## src/rtl/instr_align_if.sv

```systemverilog
// +----------------------------------------------------------------------------+
// | instr_align_if : fetch-word / instruction handshake bundle for the         |
// |                  instruction alignment buffer                              |
// | Revision 1.0                                                               |
// +----------------------------------------------------------------------------+
`default_nettype none

interface instr_align_if;
  logic        fw_valid;
  logic        fw_ready;
  logic [31:0] fw_data;
  logic        redirect;
  logic [31:0] redirect_pc;
  logic        out_valid;
  logic        out_ready;
  logic [31:0] out_instr;
  logic        out_comp;
  logic [31:0] out_pc;

  // master = fetch unit plus instruction consumer; slave = the alignment buffer
  modport master (
    output fw_valid, fw_data, redirect, redirect_pc, out_ready,
    input  fw_ready, out_valid, out_instr, out_comp, out_pc
  );

  modport slave (
    input  fw_valid, fw_data, redirect, redirect_pc, out_ready,
    output fw_ready, out_valid, out_instr, out_comp, out_pc
  );
endinterface

`default_nettype wire

```

## src/rtl/instr_align_buffer.sv

```systemverilog
// +----------------------------------------------------------------------------+
// | instr_align_buffer : splits aligned 32-bit fetch words into 16-bit         |
// |                      compressed parcels and (possibly straddling) 32-bit   |
// |                      instructions, each tagged with its PC                 |
// | Revision 1.0                                                               |
// +----------------------------------------------------------------------------+
`default_nettype none

module instr_align_buffer #(
  parameter logic [31:0] RESET_PC = 32'h0000_0000
) (
  input  logic          clk,
  input  logic          rst_n,
  instr_align_if.slave  bus
);

  logic [15:0] r_hw [4];
  logic [2:0]  r_count;
  logic        r_skip;
  logic [31:0] r_pc;

  logic        w_need_two;
  logic [2:0]  w_need;
  logic        w_pop;
  logic        w_push;
  logic [2:0]  w_pop_n;
  logic [2:0]  w_push_n;
  logic [2:0]  w_rem;
  logic [15:0] w_hw_nxt [4];

  assign w_need_two = (r_hw[0][1:0] == 2'b11);
  assign w_need     = w_need_two ? 3'd2 : 3'd1;

  assign bus.out_valid = (r_count >= w_need) && !bus.redirect;
  assign bus.fw_ready  = (r_count <= 3'd2) && !bus.redirect;
  assign bus.out_instr = w_need_two ? {r_hw[1], r_hw[0]} : {16'h0000, r_hw[0]};
  assign bus.out_comp  = !w_need_two;
  assign bus.out_pc    = r_pc;

  assign w_pop    = bus.out_valid && bus.out_ready;
  assign w_push   = bus.fw_valid && bus.fw_ready;
  assign w_pop_n  = w_pop ? w_need : 3'd0;
  assign w_push_n = w_push ? (r_skip ? 3'd1 : 3'd2) : 3'd0;
  assign w_rem    = r_count - w_pop_n;

  // Shift out the consumed halfwords first, then append the new ones behind
  // whatever is left; push is only allowed at count<=2 so rem+1 stays in range.
  always_comb begin
    for (int i = 0; i < 4; i++) begin
      w_hw_nxt[i] = r_hw[i];
      if ((3'(i) + w_pop_n) <= 3'd3) begin
        w_hw_nxt[i] = r_hw[2'(3'(i) + w_pop_n)];
      end
      if (w_push) begin
        if (3'(i) == w_rem) begin
          w_hw_nxt[i] = r_skip ? bus.fw_data[31:16] : bus.fw_data[15:0];
        end
        if (!r_skip && (3'(i) == (w_rem + 3'd1))) begin
          w_hw_nxt[i] = bus.fw_data[31:16];
        end
      end
    end
  end

  // Halfword payload carries no reset; validity is tracked by r_count alone.
  always_ff @(posedge clk) begin
    for (int i = 0; i < 4; i++) begin
      r_hw[i] <= w_hw_nxt[i];
    end
  end

  always_ff @(posedge clk or negedge rst_n) begin
    if (!rst_n) begin
      r_count <= 3'd0;
      r_skip  <= 1'b0;
      r_pc    <= RESET_PC;
    end else if (bus.redirect) begin
      r_count <= 3'd0;
      r_skip  <= bus.redirect_pc[1];
      r_pc    <= {bus.redirect_pc[31:1], 1'b0};
    end else begin
      r_count <= w_rem + w_push_n;
      if (w_push) begin
        r_skip <= 1'b0;
      end
      if (w_pop) begin
        r_pc <= r_pc + (w_need_two ? 32'd4 : 32'd2);
      end
    end
  end

endmodule

`default_nettype wire

```

## src/flat_wrapper.sv

```systemverilog
// flat-port wrapper written by rule: the top's interface ports become plain ports
module instr_align_buffer_flat 
#(
  parameter logic [31:0] RESET_PC = 32'h0000_0000
)
  (clk, rst_n, bus_fw_valid, bus_fw_data, bus_redirect, bus_redirect_pc, bus_out_ready, bus_fw_ready, bus_out_valid, bus_out_instr, bus_out_comp, bus_out_pc);
  instr_align_if bus_i ();
  input  logic clk;
  input  logic rst_n;
  input wire logic [$bits(bus_i.fw_valid)-1:0] bus_fw_valid;
  input wire logic [$bits(bus_i.fw_data)-1:0] bus_fw_data;
  input wire logic [$bits(bus_i.redirect)-1:0] bus_redirect;
  input wire logic [$bits(bus_i.redirect_pc)-1:0] bus_redirect_pc;
  input wire logic [$bits(bus_i.out_ready)-1:0] bus_out_ready;
  output wire logic [$bits(bus_i.fw_ready)-1:0] bus_fw_ready;
  output wire logic [$bits(bus_i.out_valid)-1:0] bus_out_valid;
  output wire logic [$bits(bus_i.out_instr)-1:0] bus_out_instr;
  output wire logic [$bits(bus_i.out_comp)-1:0] bus_out_comp;
  output wire logic [$bits(bus_i.out_pc)-1:0] bus_out_pc;
  assign bus_i.fw_valid = bus_fw_valid;
  assign bus_i.fw_data = bus_fw_data;
  assign bus_i.redirect = bus_redirect;
  assign bus_i.redirect_pc = bus_redirect_pc;
  assign bus_i.out_ready = bus_out_ready;
  assign bus_fw_ready = bus_i.fw_ready;
  assign bus_out_valid = bus_i.out_valid;
  assign bus_out_instr = bus_i.out_instr;
  assign bus_out_comp = bus_i.out_comp;
  assign bus_out_pc = bus_i.out_pc;
  instr_align_buffer #(.RESET_PC(RESET_PC)) u_core (.clk(clk), .rst_n(rst_n), .bus(bus_i));
endmodule
```

## config.mk

```make
export PLATFORM = sky130hd
export DESIGN_NAME = instr_align_buffer_flat
export DESIGN_NICKNAME = d
export VERILOG_FILES = /design/src/rtl/instr_align_if.sv /design/src/rtl/instr_align_buffer.sv /design/src/flat_wrapper.sv
export SDC_FILE = /design/constraint.sdc
export NUM_CORES = 1
export LEC_CHECK = 0
export ABC_AREA = 1
export CORE_UTILIZATION = 43
export DETAILED_ROUTE_END_ITERATION = 10
export HOLD_SLACK_MARGIN = 0.08
export PLACE_DENSITY_LB_ADDON = 0.12
export SYNTH_ARGS = -nofsm -noshare
export SYNTH_HDL_FRONTEND = slang
export SYNTH_SLANG_ARGS = --single-unit
```

## constraint.sdc

```tcl
create_clock -name clk -period 13.7 [get_ports clk]
set_clock_uncertainty 0.2 [all_clocks]
set_input_delay 2.74 -clock clk [delete_from_list [all_inputs] [get_ports clk]]
set_output_delay 2.74 -clock clk [all_outputs]
set_load 0.02 [all_outputs]
```

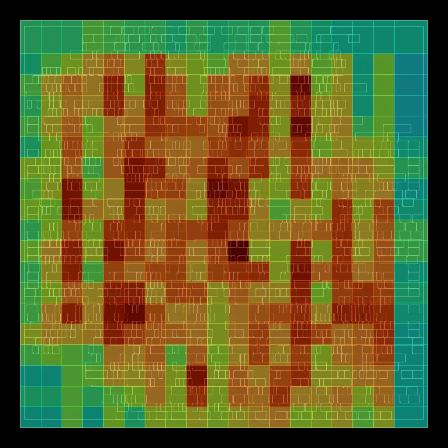
**Above:** routing congestion.
routing layer with the top usage in global route: met2
final core utilization: 53.6%
met3 usage: 3.59%

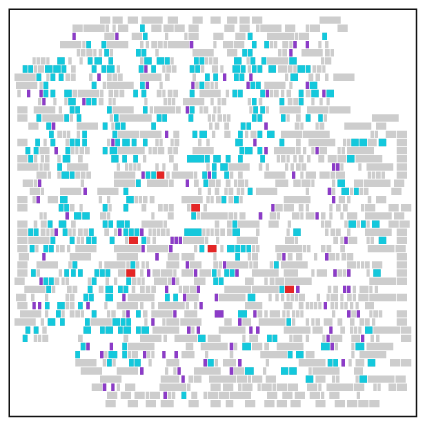
**Above:** logic cells by family.
Scale: 3 px per um.
Key: inverters = purple [cells 112, most used inv_1, where widely spread]; AND-OR and OR-AND gates = red [cells 6, most used a211o_1, where center]; inverting AOI/OAI gates = cyan [cells 293, most used a21oi_1, where widely spread]

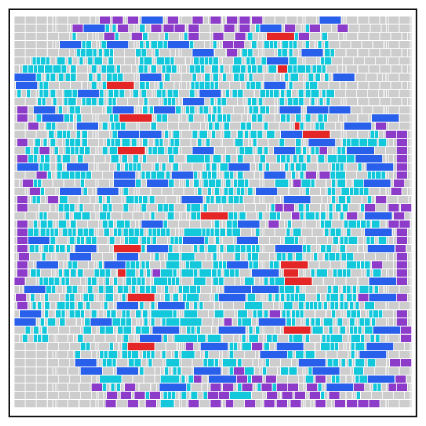
**Above:** placed cells, one color a class.
Scale: 3 px per um. Fill, decap, tap and diode cells in gray.
Key: other buffers and delay cells = purple [cells 143]; flops = blue [cells 99]; clock drivers and dummy loads = red [cells 16]; combinational and other logic = cyan [cells 1016]

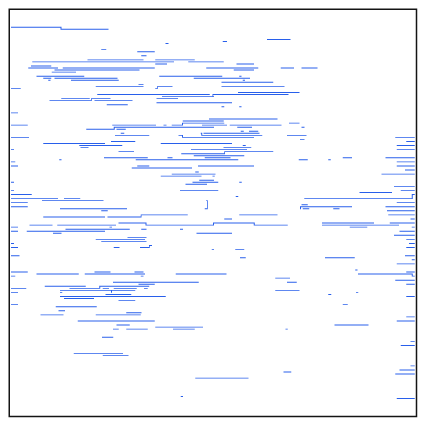
**Above:** signal wires on met3.
Scale: 3 px per um.
The wires run mostly horizontal. The layer holds 8.4% of the routed length. 146 nets have wire on it. The longest straight run is 46.9 um.

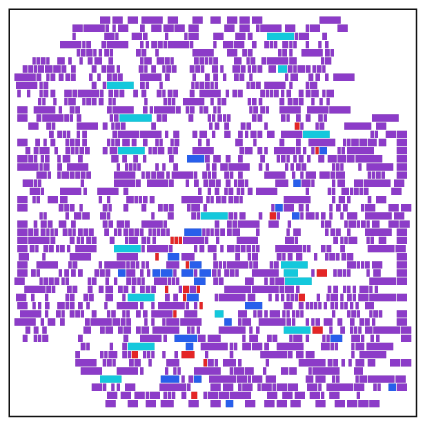
**Above:** cells by drive strength.
Scale: 3 px per um.
Key: _6 and larger = cyan [cells 16, share 1.3%]; _3 and _4 cells = blue [cells 24, share 1.9%]; _2 cells = red [cells 21, share 1.6%]; _0 and _1 cells = purple [cells 1213, share 95%]

==> flow_metrics.rpt <==
FLOW METRICS REPORT
----------------------------------------------------
[Setup path]
  Top delay family on crit path ........................ buffers and inverters
  Critical path class ........................ in -> reg
  Endpoint type of the worst setup path ........................ flip-flop
  CP Data Required Time ........................ 13760 ps
  Critical Path Start ........................ bus_redirect
  Worst flop-to-flop path startpoint ........................ u_core.r_hw[0][0]
  Largest fanout on the critical path ........................ 59
  Series of cell instances along the critical path ........................ clkdlybuf4s50_1, buf_4, inv_6, nand4_4, buf_4, inv_2, buf_4, ha_1, inv_1, fa_1, inv_1, nor2_1, ha_1, nor2_4, nand2_1, inv_2, o21ai_4, o211ai_1, o21ai_1, inv_1
  Sum of buffers and inverters on the critical path ........................ 10
  Startpoint kind of the worst setup timing path ........................ input pin
  Worst path max stage delay ........................ 680 ps

[Timing]
  Number of max-slew violations in the final report ........................ 0
  Tmin final ........................ 8160 ps
  Final TNS setup ........................ 0 ps
  Highest achievable clock rate ........................ 0.123 GHz
  Worst slew pin tran ........................ 1200 ps
  Worst max-slew margin expressed relative to the limit ........................ 19.7%

[Yosys]
  Main flop type ........................ sky130_fd_sc_hd__dfxtp_1
  # Cells Yosys ........................ 1190
  Area fraction in full adders, half adders and majority gates ........................ 2.42%
  EDFF count, synth ........................ 0
  Number of distinct standard cells referenced by the synthesized netlist ........................ 49
  Top area cell types ........................ sky130_fd_sc_hd__dfxtp_1, sky130_fd_sc_hd__nand2_1, sky130_fd_sc_hd__dfrtp_1
  Synth Area in Compound Gates ........................ 22.7%
  Area reported by Yosys stat ........................ 0.00764 mm^2
  Flops after synth ........................ 99
  Cell type with the highest aggregate area in the netlist ........................ sky130_fd_sc_hd__dfxtp_1
  Gate count of the mapped netlist ........................ 1190
  Async set-reset flop share out of synthesis ........................ 35.4%
  Post-synth net total ........................ 1272
  XOR-XNOR Cells, Area Fraction ........................ 2.64%
  Cell Area, Synth ........................ 0.00764 mm^2
  Main logic family after synthesis ........................ simple AND/OR/NAND/NOR gates
  Yosys warning total ........................ 0
  Max-area cell share ........................ 16.8%
  Sequential fraction of the synthesis area ........................ 28.2%
  Syn avg cell area ........................ 6.42 um^2

[Finish]
  Sequential fraction of total cell area ........................ 23.3%
  Final layout net count ........................ 1351
  Layout filler cell count ........................ 1780
  Post-synthesis to final-layout area growth ........................ 21.3%
  Non-filler cells in the finished layout ........................ 1499
  Logic share of the area ........................ 50.2%
  Nonclk buf count ........................ 143
  Multi-input combinational cell area ........................ 0.00465 mm^2
  Sequential cell count of the final layout ........................ 99
  # clk buffers ........................ 12
  Number of antenna repair diodes ........................ 0
  Inverter count ........................ 112
  Share of final-layout standard cells stronger than drive strength 1 ........................ 4.79%
  Non-Clock Buffer Area Fraction ........................ 15.2%

[Power and ir drop]
  Leakage power summed over all cells ........................ 4.03 nW
  Switching power ........................ 1.30 mW
  Sequential group share of total power ........................ 23.1%
  Fraction of power spent switching nets ........................ 52.9%
  Internal power summed over all cells ........................ 1.16 mW
  Power Dens Cells ........................ 265 mW/mm^2
  Maximum vdd ir drop ........................ 138 uV
  Power of the sequential group ........................ 0.567 mW
  Power group with the highest consumption ........................ combinational logic
  Power Clock ........................ 0.296 mW
  Fraction of power consumed by combinational cells ........................ 64.8%
  Clk pwr share ........................ 12.1%
  Power drawn by the combinational cells ........................ 1.59 mW

[Routing]
  Vias ........................ 8635
  DRC viols ........................ 0
  DRC marker count from the first detailed-route iteration ........................ 740
  Antenna-violating nets left ........................ 0
  Total wire length ........................ 27200 um

[Global routing]
  Pin count of the biggest net entering global routing ........................ 60
  Overall routing resource usage ........................ 30.0%
  Number of global-route vias before repair ........................ 8025
  First-pass GRT wire length ........................ 42300 um
  Antenna violations before repair ........................ 0
  Total grt overflow ........................ 0

[Floorplanning]
  Die footprint ........................ 0.0183 mm^2
  Floorplan Utilization ........................ 44.2%
  Top-level port count ........................ 136
  DIE WIDTH ........................ 135 um
  Chip Height ........................ 135 um
  Tap cells ........................ 225
  Area of the core ........................ 0.0173 mm^2
  Total number of placement rows ........................ 48

[CTS]
  Post-CTS Setup Inserts ........................ 0
  Count of hold-fix buffers inserted at cts ........................ 0
  TritonCTS Buffers ........................ 9
  Post-cts resize count ........................ 0
  CTS HTree Levels ........................ 3
  Clk sinks ........................ 99

[Flow run]
  Max-capacitance violation count ........................ 0

[Min path]
  Worst min-delay path class ........................ reg -> reg
  Startpoint of the lowest-slack hold path ........................ u_core.r_hw[3][14]

[Run status]
  Status ........................ finished clean

----------------------------------------------------
-- cells in the mapped netlist (2+ instances only) --
library cell and count:
sky130_fd_sc_hd__nand2_1 304, sky130_fd_sc_hd__nand3_1 125, sky130_fd_sc_hd__a21oi_1 122, sky130_fd_sc_hd__inv_1 99
sky130_fd_sc_hd__o21ai_0 80, sky130_fd_sc_hd__nor2_1 76, sky130_fd_sc_hd__dfxtp_1 64, sky130_fd_sc_hd__dfrtp_1 35
sky130_fd_sc_hd__buf_2 29, sky130_fd_sc_hd__a22oi_1 27, sky130_fd_sc_hd__clkbuf_1 27, sky130_fd_sc_hd__nand4_1 25
sky130_fd_sc_hd__o211ai_1 21, sky130_fd_sc_hd__nor3_1 17, sky130_fd_sc_hd__xor2_1 16, sky130_fd_sc_hd__a211oi_1 15
sky130_fd_sc_hd__o21ai_1 15, sky130_fd_sc_hd__inv_2 12, sky130_fd_sc_hd__ha_1 10, sky130_fd_sc_hd__buf_6 9
sky130_fd_sc_hd__xnor2_1 7, sky130_fd_sc_hd__buf_4 6, sky130_fd_sc_hd__nor2_4 5, sky130_fd_sc_hd__o221ai_1 5
sky130_fd_sc_hd__a211o_1 4, sky130_fd_sc_hd__fa_1 3, sky130_fd_sc_hd__nor2_2 3, sky130_fd_sc_hd__a21boi_0 2
sky130_fd_sc_hd__buf_1 2, sky130_fd_sc_hd__clkbuf_2 2, sky130_fd_sc_hd__nand2_2 2, sky130_fd_sc_hd__nand2_4 2
sky130_fd_sc_hd__nor3_2 2, sky130_fd_sc_hd__o21ai_4 2
-- path summary, 6_finish.rpt --
kind | cells after the start | to | slack (ps)
worst max-delay path | 20 | u_core.r_hw[2][11] | 5540
worst min-delay path | 2 | u_core.r_hw[2][14] | 340
worst max register to register | 23 | u_core.r_hw[2][11] | 7150
worst min register to register | 2 | u_core.r_hw[2][14] | 340
max in group asynchronous | 2 | u_core.bus.out_pc[31] | 10370
min in group asynchronous | 2 | u_core.bus.out_pc[15] | 2590
-- metrics by stage --
stage          hold WS [ps]  utilization, %  instance area, um^2  worst slack (ps)  power, mW
6_report                338            53.6                 9260              5540       2.45
5_1_grt                 371            53.6                 9260              5350       2.64
4_1_cts                 335            53.6                 9260              5680       2.43
3_5_place_dp            318            51.6                 8920              5290       2.13
3_3_place_gp            312            51.6                 8920              5350       2.10
2_1_floorplan           286               -                 7640              7310       1.66
-- layer usage --
metal	wire length [um]	up-vias	global-route usage [%]
li1	-	4171	-
met1	11500	3998	37.9
met2	12800	407	51.6
met3	2280	59	3.59
met4	721	0	12.4
met5	0	-	0
-- sequential cells by signal, summed over array words and instances (netlist names) --
signal	count
u_core.r_skip	1
u_core.bus.out_pc	31
u_core.r_hw	64
u_core.r_count	3
-- placed cells by master (no fill, tap or decap), drive strengths merged, types with 2 or more instances in the layout --
master,Yosys,final
nand3,126,126
a22oi,27,27
a21oi,122,122
fa,3,3
clkdlybuf4s50,0,133
clkbuf,29,12
o211ai,21,21
buf,46,10
ha,10,10
a211o,4,4
xor2,16,16
dfrtp,35,35
nor2,85,85
o221ai,5,5
nor3,20,20
a211oi,15,15
xnor2,7,7
dfxtp,64,64
o21ai,97,97
inv,112,113
a21boi,2,2
nand2,308,308
nand4,27,27
No activity file was given, so power comes from the tool's default toggle rates.
